Wiring by layer:
The bar under the picture is 20 um long. Two of the layers only.
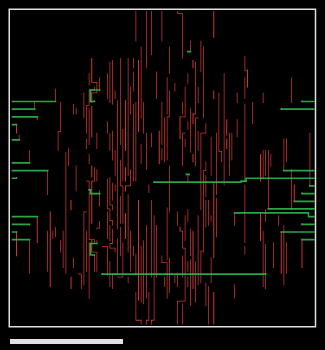
Sequential cells grouped by signal name:
The bar under the picture is 20 um long. Other sequential cells in the stronger gray, the rest of the logic in the fainter gray.
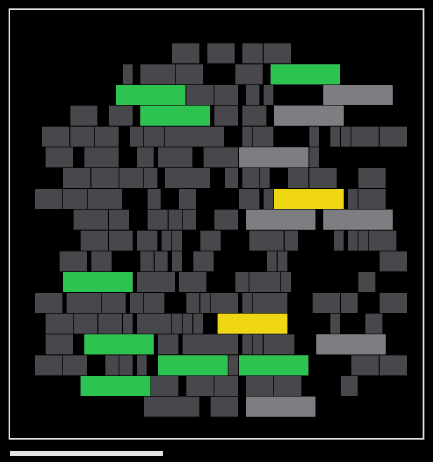
$ cat src/rtl/multi_add_seq.sv
// ---------------------------------------------------------------------------
// multi_add      : combinational W-bit adder/subtractor slice, W = 2**S.
//   a_i, b_i     : operand words (b_i is inverted internally when sub_i=1)
//   cin_i        : carry in
//   sub_i        : 1 = subtract (a + ~b + cin)
//   sum_o, cout_o: result word and carry out
//   X            : 0 = carry-in is cin_i|sub_i, 1 = carry-in is cin_i only
//
// multi_add_seq  : streams N operand words (LS word first) through one
//   multi_add to form an N*W-bit add or subtract, chaining the carry across
//   cycles.
//   clk, rst_n           : clock, asynchronous active-low reset
//   cmd_valid/ready, cmd_sub           : operation request (0 add, 1 sub)
//   in_valid/ready, a_in, b_in         : operand word stream
//   out_valid/ready, s_out, out_last   : result word stream
//   out_cout, out_ovf    : final carry (1 = no borrow for sub) and signed
//                          overflow, meaningful with out_last
//   busy                 : operation in progress
// ---------------------------------------------------------------------------

module multi_add #(
  parameter int unsigned S = 3,
  parameter int unsigned X = 0
) (
  input  logic [(2**S)-1:0] a_i,
  input  logic [(2**S)-1:0] b_i,
  input  logic              cin_i,
  input  logic              sub_i,
  output logic [(2**S)-1:0] sum_o,
  output logic              cout_o
);

  localparam int unsigned W = 2 ** S;

  logic [W-1:0] b_eff;
  logic         cin_eff;

  assign b_eff = sub_i ? ~b_i : b_i;

  // X=1 leaves the carry-in fully under the caller's control
  if (X == 0) begin : g_cin_or
    assign cin_eff = cin_i | sub_i;
  end else begin : g_cin_direct
    assign cin_eff = cin_i;
  end

  assign {cout_o, sum_o} = {1'b0, a_i} + {1'b0, b_eff} + (W+1)'(cin_eff);

endmodule

module multi_add_seq #(
  parameter int unsigned S = 3,
  parameter int unsigned N = 4
) (
  input  logic              clk,
  input  logic              rst_n,
  input  logic              cmd_valid,
  input  logic              cmd_sub,
  output logic              cmd_ready,
  input  logic              in_valid,
  input  logic [(2**S)-1:0] a_in,
  input  logic [(2**S)-1:0] b_in,
  output logic              in_ready,
  output logic              out_valid,
  input  logic              out_ready,
  output logic [(2**S)-1:0] s_out,
  output logic              out_last,
  output logic              out_cout,
  output logic              out_ovf,
  output logic              busy
);

  localparam int unsigned W  = 2 ** S;
  localparam int unsigned CW = (N > 1) ? $clog2(N) : 1;

  typedef enum logic {
    ST_IDLE = 1'b0,
    ST_RUN  = 1'b1
  } state_e;

  state_e        state_q,     state_d;
  logic [CW-1:0] cnt_q,       cnt_d;
  logic          sub_q,       sub_d;
  logic          carry_q,     carry_d;
  logic          out_valid_q, out_valid_d;
  logic [W-1:0]  s_out_q,     s_out_d;
  logic          last_q,      last_d;
  logic          cout_q,      cout_d;
  logic          ovf_q,       ovf_d;

  logic          cmd_hs;
  logic          word_hs;
  logic          is_first;
  logic          is_last;
  logic          add_cin;
  logic [W-1:0]  add_sum;
  logic          add_cout;

  // Handshake qualifiers
  assign cmd_ready = (state_q == ST_IDLE);
  assign busy      = (state_q == ST_RUN);
  // A word may enter only if the one-entry output register is free or draining
  assign in_ready  = busy && (!out_valid_q || out_ready);
  assign cmd_hs    = cmd_valid && cmd_ready;
  assign word_hs   = in_valid && in_ready;

  assign is_first  = (cnt_q == '0);
  assign is_last   = (cnt_q == CW'(N - 1));

  // Word 0 takes the +1 of two's-complement subtraction; later words chain
  assign add_cin   = is_first ? sub_q : carry_q;

  // Shared narrow adder slice
  multi_add #(
    .S (S),
    .X (1)
  ) u_add (
    .a_i    (a_in),
    .b_i    (b_in),
    .cin_i  (add_cin),
    .sub_i  (sub_q),
    .sum_o  (add_sum),
    .cout_o (add_cout)
  );

  // Next-state and output-register logic
  always_comb begin
    state_d     = state_q;
    cnt_d       = cnt_q;
    sub_d       = sub_q;
    carry_d     = carry_q;
    out_valid_d = out_valid_q;
    s_out_d     = s_out_q;
    last_d      = last_q;
    cout_d      = cout_q;
    ovf_d       = ovf_q;

    unique case (state_q)
      ST_IDLE: begin
        if (cmd_hs) begin
          sub_d   = cmd_sub;
          cnt_d   = '0;
          state_d = ST_RUN;
        end
      end
      ST_RUN: begin
        if (word_hs) begin
          if (is_last) begin
            cnt_d   = '0;
            state_d = ST_IDLE;
          end else begin
            cnt_d   = cnt_q + CW'(1);
          end
        end
      end
      default: state_d = ST_IDLE;
    endcase

    // Output register: a new word overrides a simultaneous pop
    if (word_hs) begin
      s_out_d     = add_sum;
      carry_d     = add_cout;
      out_valid_d = 1'b1;
      last_d      = is_last;
      if (is_last) begin
        cout_d = add_cout;
        // Effective B sign is inverted for subtraction
        ovf_d  = (a_in[W-1] == (b_in[W-1] ^ sub_q)) && (add_sum[W-1] != a_in[W-1]);
      end
    end else if (out_valid_q && out_ready) begin
      out_valid_d = 1'b0;
    end
  end

  // State and output registers
  always_ff @(posedge clk or negedge rst_n) begin
    if (!rst_n) begin
      state_q     <= ST_IDLE;
      cnt_q       <= '0;
      sub_q       <= 1'b0;
      carry_q     <= 1'b0;
      out_valid_q <= 1'b0;
      s_out_q     <= '0;
      last_q      <= 1'b0;
      cout_q      <= 1'b0;
      ovf_q       <= 1'b0;
    end else begin
      state_q     <= state_d;
      cnt_q       <= cnt_d;
      sub_q       <= sub_d;
      carry_q     <= carry_d;
      out_valid_q <= out_valid_d;
      s_out_q     <= s_out_d;
      last_q      <= last_d;
      cout_q      <= cout_d;
      ovf_q       <= ovf_d;
    end
  end

  assign out_valid = out_valid_q;
  assign s_out     = s_out_q;
  assign out_last  = last_q;
  assign out_cout  = cout_q;
  assign out_ovf   = ovf_q;

endmodule

$ cat config.mk
export PLATFORM = sky130hd
export DESIGN_NAME = multi_add_seq
export DESIGN_NICKNAME = d
export VERILOG_FILES = /design/src/rtl/multi_add_seq.sv
export SDC_FILE = /design/constraint.sdc
export NUM_CORES = 1
export LEC_CHECK = 0
export CAP_MARGIN = 20
export CORE_AREA = 2 2 52 54
export DETAILED_ROUTE_END_ITERATION = 7
export DIE_AREA = 0 0 54 56
export PLACE_DENSITY = 0.78
export SETUP_SLACK_MARGIN = 0.02
export SLEW_MARGIN = 20
export SYNTH_ARGS = -nofsm -noshare
export SYNTH_HDL_FRONTEND = slang
export SYNTH_SLANG_ARGS = --single-unit
$ cat constraint.sdc
create_clock -name clk -period 4.3 [get_ports clk]
set_input_delay 0.43 -clock clk [delete_from_list [all_inputs] [get_ports clk]]
set_output_delay 0.43 -clock clk [all_outputs]
set_load 0.05 [all_outputs]
==> deck_impl_summary.md <==
Key Metrics from the Run

Run status
  – Outcome: finished clean

Yosys
  – Flops out of synthesis: 17
  – Avg Inst Size Synth: 9.84 um2
  – Ao+oa area frac: 19.2%
  – Yosys Chip Area: roughly 0.0011 mm2
  – Dominant cell area share: a little under two fifths
  – Unique cell types: 34
  – Comb area leader: AND-OR/OR-AND gates
  – Area of the mapped netlist: 0.00111 mm2
  – Dominant flop cell: dfrtp_1
  – Commonest cells in the netlist: nand2_1, dfrtp_1, xor2_1
  – Top cells by area: dfrtp_1, xor2_1, ha_1
  – Adder share: 13.7%
  – Mux frac, synth: a little over 2%
  – Synth area leader: dfrtp_1
  – Synth Seq Share: 38.2%
  – Most numerous cell in the Yosys netlist: nand2_1
  – Ys Warns: 0

Routing
  – DRT Pass-1 Iters: 4
  – DR iter-0 viols: 6
  – Vias/cell: 5.33
  – DRC Markers: 0
  – M1 wire length: 993 um
  – Metal3 WL: 159 um

Final timing
  – Final WS setup: roughly 1.4 ns
  – Fmax: 0.351 GHz
  – Setup TNS: 0 ns
  – Relative slew slack: 47.8%
  – Fin. Hold Viols: 0
  – Least-Margin Pin Slew: 0.781 ns
  – Worst Hold Slack: 0.489 ns

Setup path
  – Crit path DRT: 4.47 ns
  – FF-to-FF End: out_cout$_DFFE_PN0P_
  – CP top delay family: AND-OR/OR-AND gates
  – Crit path DAT: 3.02 ns
  – Number of stages on the worst setup path: 11
  – Worst path cell trace: inv_1, ha_1, mux2_2, fa_1, inv_1, fa_1, nor2b_4, o31a_1, o311a_4, o2111ai_1, o211ai_1
  – Reg2reg setup slack: roughly 1.4 ns
  – Critical path type: reg -> reg
  – Worst-path fanout max: 4
  – Reg2Reg Depth: 11
  – Crit-path slowest cell: dfrtp_1
  – Setup crit end: out_cout$_DFFE_PN0P_
  – Slowest stage delay, CP: 0.42 ns
  – CP startpoint: cnt_q[0]$_DFFE_PN0P_

Hold path
  – Hold Crit Endpoint: out_last$_DFFE_PN0P_
  – Worst Hold Depth: 2

Flow run
  – Max Cap Violations: 0
  – Log Warnings: 27

CTS
  – Late-Pin Clk Latency: about 0.29 ns
  – Number of clock sinks: 17
  – Clock slew at reported path FFs: 0.10 ns
  – H-tree depth: 1
  – Root buffer cell: clkbuf_4
  – CTS Hold Bufs: 0

Cells and area
  – Filler cells: around 210
  – Plain + repair buffers: 36
  – Nets: 184
  – #MultiIn Comb: approximately 86
  – Top Layout Cells: clkdlybuf4s50_1, nand2_1, dfrtp_1
  – Most used logic cell in the final layout: clkdlybuf4s50_1
  – Diode count: 0
  – Flip-flop count of the largest register after layout: 8

Die
  – Die area: 0.00302 mm2
  – Core area: 0.00243 mm2
  – Fp util: 45.7%

Placed design
  – Cell count after placement: 176
  – Placer Congestion: 0.820
  – Place WS: 1.34 ns
  – Placed cell area: ~0.0015 mm2

Global route
  – Met1 usage: 19.5%
  – GRT met2 Usage: 31.0%
  – Initial antenna violation count: 0
  – Largest net degree at the start of global routing: 20
  – Gr busiest metal: met2

Power and ir drop
  – Clock share of power: slightly above 7%
  – PnR Total Power: 1.23 mW
  – Sw Share: 50.7%
  – Register share of total power: between 20% and 30%
  – Clock network power: around 0.088 mW
  – Combinational power share: 68.7%
-- 'wiring by layer' (at the start) --
legend:
  M3:
    color: green
    wire_length: 160 um
  M2:
    color: red
    wire_length: 1,270 um
WL final: 2.44 mm
routed via count: 959
total track usage: 17.2%
routed len/inst: 13.6 um

-- 'sequential cells grouped by signal name' (at the start) --
legend:
  `cnt_q`:
    color: yellow
    sequential_cells: 2
  `s_out`:
    color: green
    sequential_cells: 8
Seq area share: 27.9%
sequential power: 0.296 mW
final core occ: 62.6%
Register Area: 425 um2

No activity file was given, so power comes from the tool's default toggle rates.
